==> config.mk <==
export PLATFORM = sky130hd
export DESIGN_NAME = dec_scan_nw
export DESIGN_NICKNAME = d
export VERILOG_FILES = /design/src/rtl/dec_scan_nw.sv
export SDC_FILE = /design/constraint.sdc
export NUM_CORES = 1
export LEC_CHECK = 0
export CORE_MARGIN = 4
export CORE_UTILIZATION = 35
export CTS_CLUSTER_SIZE = 10
export DETAILED_ROUTE_END_ITERATION = 16
export GPL_ROUTABILITY_DRIVEN = 0
export HOLD_SLACK_MARGIN = 0.15
export PLACE_DENSITY = 0.74
export SYNTH_ARGS = -nofsm -noshare
export SYNTH_HDL_FRONTEND = slang
export SYNTH_SLANG_ARGS = --single-unit
==> constraint.sdc <==
create_clock -name clk -period 1.7 [get_ports clk]
set_clock_uncertainty 0.2 [all_clocks]
set_input_delay 0.17 -clock clk [delete_from_list [all_inputs] [get_ports clk]]
set_output_delay 0.17 -clock clk [all_outputs]
set_load 0.01 [all_outputs]
==> src/rtl/dec_scan_nw.sv <==
// Registered N-to-2^N one-hot decoder with a static mode and an autonomous
// scan mode that walks the output through slots 0..LAST, DWELL cycles each.
module dec_scan_nw #(
    parameter int SEL_W = 3,
    parameter int LAST  = 2**SEL_W - 1,
    parameter int DWELL = 1,
    localparam int OUT_W = 2**SEL_W
) (
    input  logic             clk,
    input  logic             rst_n,
    input  logic             en,
    input  logic             mode,
    input  logic             start,
    input  logic [SEL_W-1:0] sel,
    output logic [OUT_W-1:0] y,
    output logic [SEL_W-1:0] idx,
    output logic             active,
    output logic             wrap
);

    localparam int CNT_W = (DWELL > 1) ? $clog2(DWELL) : 1;

    typedef enum logic [1:0] {
        IDLE,
        STATIC,
        SCAN
    } state_e;

    state_e             state_q, state_d;
    logic [OUT_W-1:0]   y_q, y_d;
    logic [SEL_W-1:0]   idx_q, idx_d;
    logic               active_q, active_d;
    logic               wrap_q, wrap_d;
    logic [CNT_W-1:0]   cnt_q, cnt_d;
    logic [SEL_W-1:0]   startSlot;
    logic [SEL_W-1:0]   nextSlot;

    // A start slot beyond LAST falls back to 0; the explicit LAST compare
    // covers scan ranges that do not end on the natural SEL_W wrap.
    assign startSlot = (sel <= SEL_W'(LAST)) ? sel : '0;
    assign nextSlot  = (idx_q == SEL_W'(LAST)) ? '0 : idx_q + SEL_W'(1);

    always_comb begin
        state_d  = state_q;
        y_d      = y_q;
        idx_d    = idx_q;
        active_d = active_q;
        wrap_d   = 1'b0;
        cnt_d    = cnt_q;
        if (!en) begin
            state_d  = IDLE;
            y_d      = '0;
            active_d = 1'b0;
            cnt_d    = '0;
        end else if (!mode) begin
            state_d  = STATIC;
            y_d      = OUT_W'(1) << sel;
            idx_d    = sel;
            active_d = 1'b1;
            cnt_d    = '0;
        end else if (start) begin
            state_d  = SCAN;
            y_d      = OUT_W'(1) << startSlot;
            idx_d    = startSlot;
            active_d = 1'b1;
            cnt_d    = '0;
        end else if (state_q != SCAN) begin
            // Entering scan mode without a start pulse leaves the output dark.
            state_d  = IDLE;
            y_d      = '0;
            active_d = 1'b0;
            cnt_d    = '0;
        end else if (cnt_q == CNT_W'(DWELL - 1)) begin
            cnt_d    = '0;
            idx_d    = nextSlot;
            y_d      = OUT_W'(1) << nextSlot;
            wrap_d   = (idx_q == SEL_W'(LAST));
        end else begin
            cnt_d    = cnt_q + CNT_W'(1);
        end
    end

    always_ff @(posedge clk or negedge rst_n) begin
        if (!rst_n) begin
            state_q  <= IDLE;
            y_q      <= '0;
            idx_q    <= '0;
            active_q <= 1'b0;
            wrap_q   <= 1'b0;
            cnt_q    <= '0;
        end else begin
            state_q  <= state_d;
            y_q      <= y_d;
            idx_q    <= idx_d;
            active_q <= active_d;
            wrap_q   <= wrap_d;
            cnt_q    <= cnt_d;
        end
    end

    assign y      = y_q;
    assign idx    = idx_q;
    assign active = active_q;
    assign wrap   = wrap_q;

endmodule
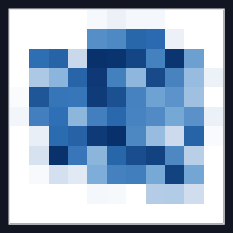
(run_1/util_map.png)
Scale: 4 px per um. 11 x 11 tiles, from white (low) to dark blue (high), 0 to 100% covered.
emptiest ninth of the die: south-west
mean over tiles: 37%
tiles over 75% full: 20%
densest ninth of the die: centre
core area: 1962 um2
Final Util: 0.5504
FP Core Util: 0.3667

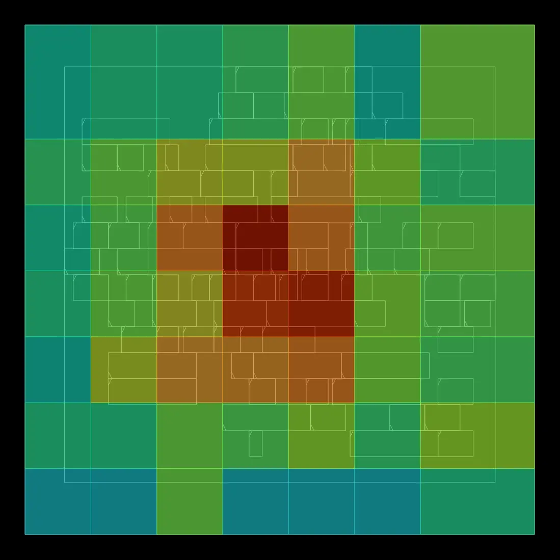
(run_1/congestion_map.png)
GRT Overall Usage: 0.1444
WL/cell: 15.19 um
GRT busiest layer: met2
GR met3 Demand/Resource: 0.02254
GR Util met1: 0.1600

==> run summary, run 1 <==
fresh numbers from the pnr run: run status complete, no violations, Compound-Gate Fraction of Synth Area 0.1183, Max Slew Vio Count 0, clock tree from TritonCTS done, Worst-Margin Slew 272.5 ps, WS Path Type flop to flop, yosys xor share 0, WP data required 1680 ps, # DRC 0, pin count of the biggest net entering global routing 16, Port-buffer cells 20, 1st-pass router iterations 4, Main logic family simple AND/OR/NAND/NOR gates, worst path arrival time about 1600 ps, crit-path most repeated cell mux2_4, Top-area cell share 0.5217, CP Max Fanout 3, Post-Syn Instances between 50 and 60, number of max-cap violations 0, RSZ-0062 raised after global routing true, Slew headroom 0.8164, synthesized area per cell roughly 13 um2, leakage power about 0.48 nW, Die Size ~2800 um2, DP Area between 1000 and 1500 um2, pwr dens 897.0 nW/um2, Inserted Clock Buffers 3, Hold Violations, Final 0, clock slew at reported path FFs around 90 ps, final WL ~1800 um, period utilization 0.9818, initial antenna violation count 0, Detail Placement HPWL 1312 um, total power ~0.97 mW, CP endpoint kind flop, yosys warns 0, ratio of cells with drive above 1 in the final layout 0.3146, number of post-CTS setup repair buffers 0, MUX share of area 0.1252, CP Cell Sequence ha_4 -> nor2b_2 -> mux2_4 -> mux2_4, Setup-failing EPs final 0, Worst-Skew Late Latency 280 ps, crit path buf inv count 0, placed cells between 100 and 150, pre-CTS setup slack -92.24 ps, vias in the first global route about 640, TritonCTS Sinks 15, I/O pins 21, P&R area growth vs syn 50.09%, yosys stat cell total roughly 56, Final WS setup 30.94 ps, htree depth 1, Root Driver clkbuf_4, post-route cell area ~1100 um2, slowest stage cell, crit path dfrtp_2, Rows 16, Crit path largest cell delay between 400 and 500 ps, Combinational Area 374.1 um2, ANT cells 0, initial drt markers 13, post-synthesis cell type count 22, achievable clock frequency between 500 and 600 MHz, area occupied by registers around 380 um2, final cell count without fillers ~120, Max VDD drop roughly 460 uV, Vias per Instance roughly 5, Yosys chip area around 720 um2, min-delay worst type flop to flop, Chip Width 53.34 um, Net Count, Synth around 67, final critical-path required period around 1700 ps, simple share 0.1826, final net count about 100, Synth Cell Area 719.4 um2, type of origin of the critical path flop, die height between 50 and 60 um, Final ANT Viol Nets 0, sequential share of the synthesized area 0.5217
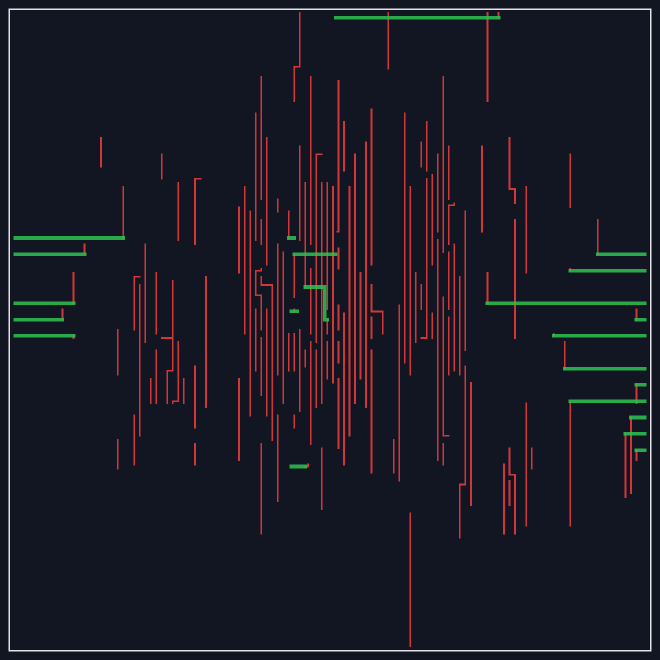
(run_1/layers.png)
Scale: 12 px per um. Only two layers are drawn.
legend:
  red:
    layer: M2
    wire_length: 889 um
  green:
    layer: M3
    wire_length: 100 um

## run 1: routing by layer
metal / vias to the layer above / wire length, um / track usage
li1: 277 / - / -
met1: 282 / 735 / 0.1600
met2: 23 / 888 / 0.2612
met3: 5 / 100 / 0.02254
met4: 0 / 38 / 0.07234
met5: - / 0 / 0
## run 1: cell type report
class	instances	area share
clock buffers	4	0.02433
multi-input cells	41	0.3465
flip-flops and latches	15	0.3499
well taps	27	0.03129
repair buffers	29	0.2480
## run 1: state kept, by name (all words and copies together) (netlist names)
| register | flops |
|---|---|
| active | 1 |
| state_q | 2 |
| wrap | 1 |
| idx | 3 |
| y | 8 |
## run 1: worst paths after layout
check / start / endpoint / slack, ps / cells after the start
max reg2reg: idx[0] / idx[1] / 30 / 4
min in group asynchronous: rst_n / y[4] / 540 / 3
min reg2reg: active / active / 310 / 1
max in group asynchronous: rst_n / idx[2] / 570 / 3
min: active / active / 310 / 1
max: idx[0] / idx[1] / 30 / 4
## run 1: layout by cell type, fill, tap and decap left out, types with 2 or more instances in the layout
| cell type | synthesis | routed |
|---|---|---|
| buf_4 | 0 | 8 |
| o22ai_1 | 6 | 6 |
| dfrtp_1 | 15 | 13 |
| o21a_1 | 2 | 2 |
| dlygate4sd2_1 | 0 | 2 |
| nand2_1 | 3 | 3 |
| o32ai_1 | 2 | 2 |
| nand3_1 | 2 | 2 |
| nand3b_1 | 2 | 2 |
| nor2_1 | 2 | 2 |
| mux2_4 | 6 | 6 |
| dfrtp_2 | 0 | 2 |
| clkbuf_4 | 0 | 3 |
| ha_4 | 0 | 2 |
| clkdlybuf4s50_1 | 0 | 18 |
## run 1: cell usage after synthesis, drive strengths merged
library cell / number
dfrtp: 15
mux2: 6
o22ai: 6
ha: 3
nand2: 3
and2b: 2
nand2b: 2
nand3: 2
nand3b: 2
nor2: 2
nor2b: 2
o21a: 2
o32ai: 2
and3: 1
and4bb: 1
o211a: 1
o21ai: 1
or2: 1
or3: 1
or3b: 1
## run 1: cell families after synthesis
kind of cell | Yosys count
multiplexers | 6
flip-flops | 15
adder cells (fa/ha/maj) | 3
AND/OR/NAND/NOR | 20
AND-OR/OR-AND | 12
## run 1: where the power goes
| part | internal, mW | switching, mW |
|---|---|---|
| sequential | 0.386 | 0.0290 |
| clock | 0.0911 | 0.108 |
| combinational | 0.205 | 0.149 |
| total | 0.682 | 0.286 |
## run 1: through the flow
step	TNS, ps	hold WS (ps)
floorplan	0	-325.6
global placement	-197.0	282.0
detailed placement	-293.0	283.6
CTS	0	308.3
global route	-8.590	349.2
finish	0	307.5
## run 1: timing repair
| action | CTS | global route |
|---|---|---|
| hold buffers | 1 | 0 |
| resized | 4 | 1 |
| endpoints found under the hold margin | 15 | 0 |
| pin swaps | 0 | 1 |
| setup endpoints to repair | 4 | 3 |
## Run 2: what changed since run 1
--- a/config.mk
+++ b/config.mk
@@ -11,7 +11,7 @@
 export DETAILED_ROUTE_END_ITERATION = 16
 export GPL_ROUTABILITY_DRIVEN = 0
 export HOLD_SLACK_MARGIN = 0.15
-export PLACE_DENSITY = 0.74
+export PLACE_DENSITY = 0.72
 export SYNTH_ARGS = -nofsm -noshare
 export SYNTH_HDL_FRONTEND = slang
 export SYNTH_SLANG_ARGS = --single-unit
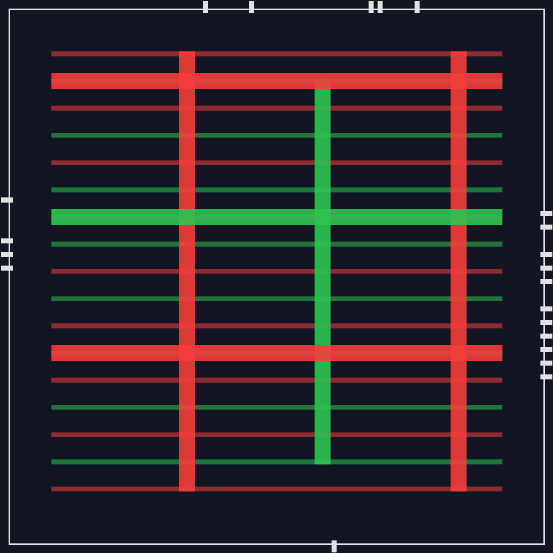
(run_2/floorplan.png)
Scale: 10 px per um. Pins as bars on the die edge.
legend:
  green:
    net: VDD
  red:
    net: VSS
signal pins: 21
met5 straps: 3

==> run summary, run 2 <==
fresh numbers from the pnr run: Worst-Margin Slew 258.2 ps (-14.22 ps), reg-to-reg slack, setup 30 ps (about the same), CP endpoint kind flop, final net count 101 (unchanged), Critical Path Sink idx[1], GRT Overall Usage 0.1366 (-0.007822), Async S/R FF share, synth 1.000 (unchanged), achievable clock frequency 597.1 MHz (-0.34%), WL/cell 14.74 um (-3.0%), Vias per Instance 5.086 (+0.51%), final critical-path required period 1675 ps (+5.646 ps), Port-buffer cells 20 (unchanged), WP data required 1670 ps (about the same), Top-area cell share 0.5217 (unchanged), I/O pins 21 (unchanged), worst path arrival time 1650 ps (about the same), Synth top cell by count dfrtp_1, clock tree from TritonCTS done, Hold Violations, Final 0 (unchanged), simple share 0.1826 (unchanged), most frequent logic cells in the routed design clkdlybuf4s50_1 (19), dfrtp_1 (12), buf_4 (8), worst r2r dst idx[1], placed cells 110 (-0.90%), number of max-cap violations 0 (unchanged), ratio of cells with drive above 1 in the final layout 0.3258 (+0.01124), Max Slew Vio Count 0 (unchanged), Post-Syn Instances 56 (unchanged), clock slew at reported path FFs 90 ps (about the same), Compound-Gate Fraction of Synth Area 0.1183 (unchanged), run status complete, no violations, crit-path most repeated cell mux2_4, RSZ-0062 raised after global routing false, max reg flops 8 (unchanged), final cell count without fillers 116 (unchanged), ys flop type dfrtp_1, vias in the first global route 622 (-2.0%), P&R area growth vs syn 50.26%, TritonCTS Sinks 15 (unchanged), FP Core Util 0.3667 (unchanged), top post-synthesis cells by count dfrtp_1 (15), mux2_4 (6), o22ai_1 (6), Detail Placement HPWL 1349 um (+2.8%), type of origin of the critical path flop, Yosys chip area 719.4 um2 (unchanged), WS Path Type flop to flop, Worst-Skew Late Latency 280 ps (about the same), Inserted Clock Buffers 3 (unchanged), htree depth 1 (unchanged), ANT cells 0 (unchanged), r2r worst-path depth 4 (unchanged), Final ANT Viol Nets 0 (unchanged), sequential share of the synthesized area 0.5217 (unchanged), pin count of the biggest net entering global routing 16 (unchanged), slowest stage cell, crit path dfrtp_2, yosys warns 0 (unchanged), Commonest Layout Cell clkdlybuf4s50_1, pwr dens 900.6 nW/um2 (+0.40%), min-delay worst type flop to flop, synthesized area per cell 12.85 um2 (unchanged), Rows 16 (unchanged), CP Cell Sequence ha_4 -> nor2b_2 -> mux2_4 -> mux2_4, Net Count, Synth 67 (unchanged), die height 53.34 um (unchanged), leakage power 0.4812 nW (+0.45%), period utilization 0.9851 (+0.003321), Max VDD drop 357.1 uV (-22%), initial drt markers 5 (-8)
==> run 2: cell types whose count changed in the layout (fill, tap and decap cells not counted), sizes merged <==
cell / change
dlygate4sd2: -1
clkdlybuf4s50: +1
clkinv: +1
clkbuf: -1
==> run 2: final cells by class <==
class                           count  area [um2]
Clock buffer                        3       22.52
Timing Repair Buffer               29       269.0
Sequential cell                    15       379.1
Clock inverter                      1       5.005
Tap cell                           27       33.78
Multi-Input combinational cell     41       371.6
Fill cell                         190       880.8
==> run 2: cells by family (layout without fill, tap and decap cells) <==
| logic type | after synthesis | after routing |
|---|---|---|
| buf+inv | 0 | 33 |
| fa+ha+maj | 3 | 3 |
| simple gates | 20 | 20 |
| mux | 6 | 6 |
| flops | 15 | 15 |
| compound gates | 12 | 12 |
==> run 2: worst max-delay path, delay by kind of cell, from the launching register on <==
kind                       cells  cell delay, ps
adders and majority gates      1             250
and+or+nand+nor                1             170
muxes                          2             500
DFF                            1             450
==> run 2: metal layers <==
| metal | share of wire | global-route usage |
|---|---|---|
| met5 | 0 | 0 |
| met4 | 0.033 | 0.07660 |
| met1 | 0.41 | 0.1508 |
| met3 | 0.067 | 0.01972 |
| met2 | 0.49 | 0.2449 |
==> run 2: metrics by stage <==
| stage | cell area [um2] | power [mW] | hold WS, ps | utilization | setup TNS, ps |
|---|---|---|---|---|---|
| 2_1_floorplan | 745.7 | 0.6127 | -325.6 | - | 0 |
| 3_3_place_gp | 1032 | 0.7486 | 281.0 | 0.5261 | -190.3 |
| 3_5_place_dp | 1032 | 0.7655 | 282.6 | 0.5261 | -243.4 |
| 4_1_cts | 1069 | 0.9633 | 302.9 | 0.5446 | 0 |
| 5_1_grt | 1081 | 1.025 | 340.4 | 0.5510 | 0 |
| 6_report | 1081 | 0.9736 | 303.5 | 0.5510 | 0 |
==> run 2: power breakdown <==
part           total, mW  switching (mW)  internal, mW
Clock              0.202           0.114        0.0873
Combinational      0.355           0.146         0.209
Sequential         0.417          0.0299         0.387
Total              0.974           0.290         0.684
==> run 2: how the worst min path moves through the flow <==
stage / depth (start not counted) / end / slack, ps / from
2_1_floorplan: 0 / active / -330 / rst_n
3_3_place_gp: 1 / active / 280 / active
3_5_place_dp: 1 / active / 280 / active
4_1_cts: 1 / active / 300 / active
5_1_grt: 1 / active / 340 / active
6_report: 1 / active / 300 / active
==> run 2: timing repair <==
| action | 4_1_cts | 5_1_grt |
|---|---|---|
| gates resized | 1 | 3 |
| hold buffers | 1 | 0 |
| endpoints found under the hold margin | 15 | 0 |
| setup buffers | 0 | 1 |
| setup endpoints to repair | 1 | 7 |
| pin swaps | 0 | 0 |
Power is estimated from default activity; no workload was simulated.
